<file path="src/rtl/cpu_pkg.sv">
// Shared CPU constants: datapath/opcode widths, register addressing, ALU opcodes
// and the writeback-qualifying helper used by the operand-issue stage.
package cpu_pkg;

    localparam int WIDTH    = 8;
    localparam int OP_WIDTH = 3;
    localparam int REG_AW   = 2;
    localparam int NUM_REGS = 1 << REG_AW;

    localparam logic [OP_WIDTH-1:0] OP_NOP = 3'b000;
    localparam logic [OP_WIDTH-1:0] OP_ADD = 3'b001;
    localparam logic [OP_WIDTH-1:0] OP_SUB = 3'b010;
    localparam logic [OP_WIDTH-1:0] OP_AND = 3'b011;
    localparam logic [OP_WIDTH-1:0] OP_OR  = 3'b100;
    localparam logic [OP_WIDTH-1:0] OP_XOR = 3'b101;

    // 110 and 111 are reserved and behave as NOPs, like 000.
    function automatic logic is_writing(input logic [OP_WIDTH-1:0] op);
        return (op >= OP_ADD) && (op <= OP_XOR);
    endfunction

endpackage

</file>
<file path="src/rtl/reg_file.sv">
// 4-entry register file: one write port, three combinational read ports
// (rs1, rs2, debug). r0 is hardwired to zero; writes to it are dropped.
module reg_file #(
    parameter int WIDTH = cpu_pkg::WIDTH
) (
    input  logic                       clk,
    input  logic                       rst_n,
    input  logic                       we,
    input  logic [cpu_pkg::REG_AW-1:0] waddr,
    input  logic [WIDTH-1:0]           wdata,
    input  logic [cpu_pkg::REG_AW-1:0] rs1_addr,
    output logic [WIDTH-1:0]           rs1_data,
    input  logic [cpu_pkg::REG_AW-1:0] rs2_addr,
    output logic [WIDTH-1:0]           rs2_data,
    input  logic [cpu_pkg::REG_AW-1:0] dbg_addr,
    output logic [WIDTH-1:0]           dbg_data
);
    import cpu_pkg::*;

    logic [WIDTH-1:0] mem [NUM_REGS];

    always_ff @(posedge clk or negedge rst_n) begin
        if (!rst_n) begin
            for (int i = 0; i < NUM_REGS; i++) mem[i] <= '0;
        end else if (we && (waddr != '0)) begin
            mem[waddr] <= wdata;
        end
    end

    assign rs1_data = (rs1_addr == '0) ? '0 : mem[rs1_addr];
    assign rs2_data = (rs2_addr == '0) ? '0 : mem[rs2_addr];
    assign dbg_data = (dbg_addr == '0) ? '0 : mem[dbg_addr];

endmodule

</file>
<file path="src/rtl/operand_issue.sv">
// Operand-issue stage feeding the ALU: reads sources, loads the execute slot,
// writes the ALU result back on retire. OPERAND_FWD_EN enables result forwarding.
module operand_issue #(
    parameter int WIDTH    = cpu_pkg::WIDTH,
    parameter int OP_WIDTH = cpu_pkg::OP_WIDTH
) (
    input  logic                       clk,
    input  logic                       rst_n,
    input  logic                       in_valid,
    output logic                       in_ready,
    input  logic [OP_WIDTH-1:0]        in_op,
    input  logic [cpu_pkg::REG_AW-1:0] in_rd,
    input  logic [cpu_pkg::REG_AW-1:0] in_rs1,
    input  logic [cpu_pkg::REG_AW-1:0] in_rs2,
    input  logic                       in_imm_sel,
    input  logic [WIDTH-1:0]           in_imm,
    output logic                       ex_valid,
    input  logic                       ex_ready,
    output logic [OP_WIDTH-1:0]        ex_alu_op,
    output logic [WIDTH-1:0]           ex_op1,
    output logic [WIDTH-1:0]           ex_op2,
    output logic [cpu_pkg::REG_AW-1:0] ex_rd,
    input  logic [WIDTH-1:0]           ex_result,
    input  logic [cpu_pkg::REG_AW-1:0] dbg_sel,
    output logic [WIDTH-1:0]           dbg_data
);
    import cpu_pkg::*;

    logic             fire_in, fire_ex, live, hazard;
    logic             match1, match2, ex_writes;
    logic [WIDTH-1:0] rf_rs1, rf_rs2, op1_val, op2_val;

    reg_file #(.WIDTH(WIDTH)) u_rf (
        .clk      (clk),
        .rst_n    (rst_n),
        .we       (fire_ex && ex_writes),
        .waddr    (ex_rd),
        .wdata    (ex_result),
        .rs1_addr (in_rs1),
        .rs1_data (rf_rs1),
        .rs2_addr (in_rs2),
        .rs2_data (rf_rs2),
        .dbg_addr (dbg_sel),
        .dbg_data (dbg_data)
    );

    // A slot targeting r0 never produces a value anyone can depend on.
    assign ex_writes = is_writing(ex_alu_op);
    assign live      = ex_valid && (ex_rd != '0) && ex_writes;
    assign match1    = live && (in_rs1 == ex_rd);
    assign match2    = live && !in_imm_sel && (in_rs2 == ex_rd);

`ifdef OPERAND_FWD_EN
    assign hazard  = 1'b0;
    assign op1_val = match1 ? ex_result : rf_rs1;
    assign op2_val = in_imm_sel ? in_imm : (match2 ? ex_result : rf_rs2);
`else
    assign hazard  = match1 || match2;
    assign op1_val = rf_rs1;
    assign op2_val = in_imm_sel ? in_imm : rf_rs2;
`endif

    assign in_ready = (!ex_valid || ex_ready) && !hazard;
    assign fire_in  = in_valid && in_ready;
    assign fire_ex  = ex_valid && ex_ready;

    always_ff @(posedge clk or negedge rst_n) begin
        if (!rst_n) begin
            ex_valid  <= 1'b0;
            ex_alu_op <= '0;
            ex_op1    <= '0;
            ex_op2    <= '0;
            ex_rd     <= '0;
        end else if (fire_in) begin
            ex_valid  <= 1'b1;
            ex_alu_op <= in_op;
            ex_op1    <= op1_val;
            ex_op2    <= op2_val;
            ex_rd     <= in_rd;
        end else if (fire_ex) begin
            ex_valid  <= 1'b0;
        end
    end

endmodule

</file>
<file path="config.mk">
export PLATFORM = sky130hd
export DESIGN_NAME = operand_issue
export DESIGN_NICKNAME = d
export VERILOG_FILES = /design/src/rtl/cpu_pkg.sv /design/src/rtl/reg_file.sv /design/src/rtl/operand_issue.sv
export SDC_FILE = /design/constraint.sdc
export NUM_CORES = 1
export LEC_CHECK = 0
export CAP_MARGIN = 20
export CELL_PAD_IN_SITES_DETAIL_PLACEMENT = 0
export CELL_PAD_IN_SITES_GLOBAL_PLACEMENT = 1
export CORE_MARGIN = 2
export CORE_UTILIZATION = 39
export CTS_CLUSTER_SIZE = 8
export DETAILED_ROUTE_END_ITERATION = 7
export GPL_ROUTABILITY_DRIVEN = 0
export PLACE_DENSITY = 0.86
export SKIP_LAST_GASP = 1
export SYNTH_ARGS = -nofsm -noshare
export SYNTH_HDL_FRONTEND = slang
export SYNTH_SLANG_ARGS = --single-unit
</file>
<file path="constraint.sdc">
create_clock -name clk -period 2.3 [get_ports clk]
set_input_delay 0.46 -clock clk [delete_from_list [all_inputs] [get_ports clk]]
set_output_delay 0.46 -clock clk [all_outputs]
set_load 0.02 [all_outputs]
</file>
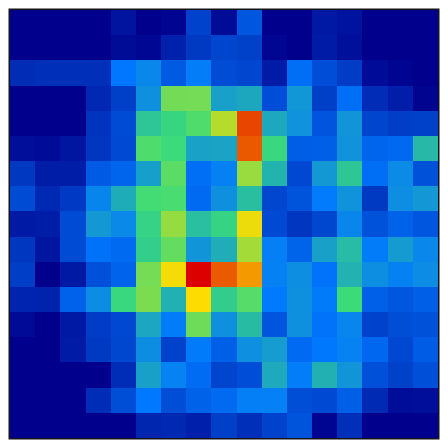
**Above:** signal metal coverage by tile.
17 x 17 tiles, from dark blue (low) to red (high), scaled to the fullest tile. Values are wire area over tile area, all layers added.
tiles over half the peak: 8.3%
emptiest ninth of the die: top left
nearly empty tiles: 17%

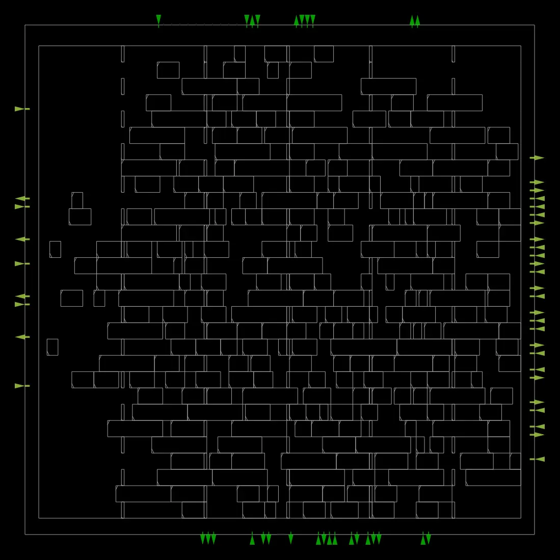
**Above:** placed standard cells.
fraction of area in registers: 33.90%
Fillers: 544
Flop Count: 46

==> qor.csv <==
metric;value;unit
power_density;1164;nW/um2
final-clk-cell-share;3.206;%
worst_slew_margin_rel;62.99;%
fmax;442.0;MHz
power_switching;1.363;mW
syn_area_per_cell;13.21;um2
ys_sh_simple;5.027;%
setup_violations;0;
final_common_cell;clkdlybuf4s50_1;
largest_reg_flops;24;
ys_sh_xor;1.367;%
num-multi-input-gates;133;
ys_area;2564;um2
setup_tns;0;ps
critPathLaunch;dbg_sel[1];
status;completed;
seq_cell_power;1.50;mW
reg2reg_to;ex_op1[7];
crit_fanout;9;
fin_util;53.48;%
adder_share;0;%
nClkBuffers;5;
nets;298;
pwr-share-clk;15.1;%
die_width;85.08;um
holdBufCountCts;0;
met3_usage;4.086;%
powerClk;0.596;mW
max_cap_viol_count;0;
dp_cells;336;
diodes;0;
io_pins;63;
highest_layer;met4;
hpwl;4319;um
hold_viol_final;0;
ff2ff_setup_slack;350;ps
rsz0062_at_grt;no;
worst_pin_slew;554.0;ps
grt_pass1_wl;9570;um
cts_tree;yes;
maxSlewViolCount;0;
place_area;3331;um2
area_leaders;dfrtp_1, mux2_2, mux2_4;
wl_per_cell;17.39;um
n_tap_cell;77;
num_rows;29;
critPathTopFamily;buffers and inverters;
synthArstFlopShare;100.0;%
synth_area;2564;um2
grt_usage;17.08;%
postSynthCellCount;194;
ant_nets;0;
ys_cells;194;
synthTopLogicFamily;multiplexers;
finalWirelength;5981;um
antenna_found_initial;0;
clkTransAtPathRegs;90;ps
clock_path_buffers;2;
synth-main-ff-cell;dfrtp_1;
grt_start_max_net_pins;27;
timing.hold.ws;129.4;ps
compound_area_share;10.98;%
seq_power_share;37.9;%
critPathBufInv;3;
die_h;85.08;um
cts-resized-gates;36;
fin_cells;344;
period_needed;2263;ps
crit_path_cell_trace;clkdlybuf4s50_1 > buf_12 > mux2_2 > a22o_1 > buf_2;
core_area;6350;um2
min_path_type;input pin to async pin;
setup_ws;37.49;ps
gr-total-overflow;0;
clk_latency;300;ps
required;1840;ps
wl_met3;349;um
cpMaxStageDelayCell;clkdlybuf4s50_1;
drt_first_pass_iters;4;
met1_usage;24.16;%
syn_nets;226;
Power figures rest on the tool's default switching activity, not on a simulated workload.
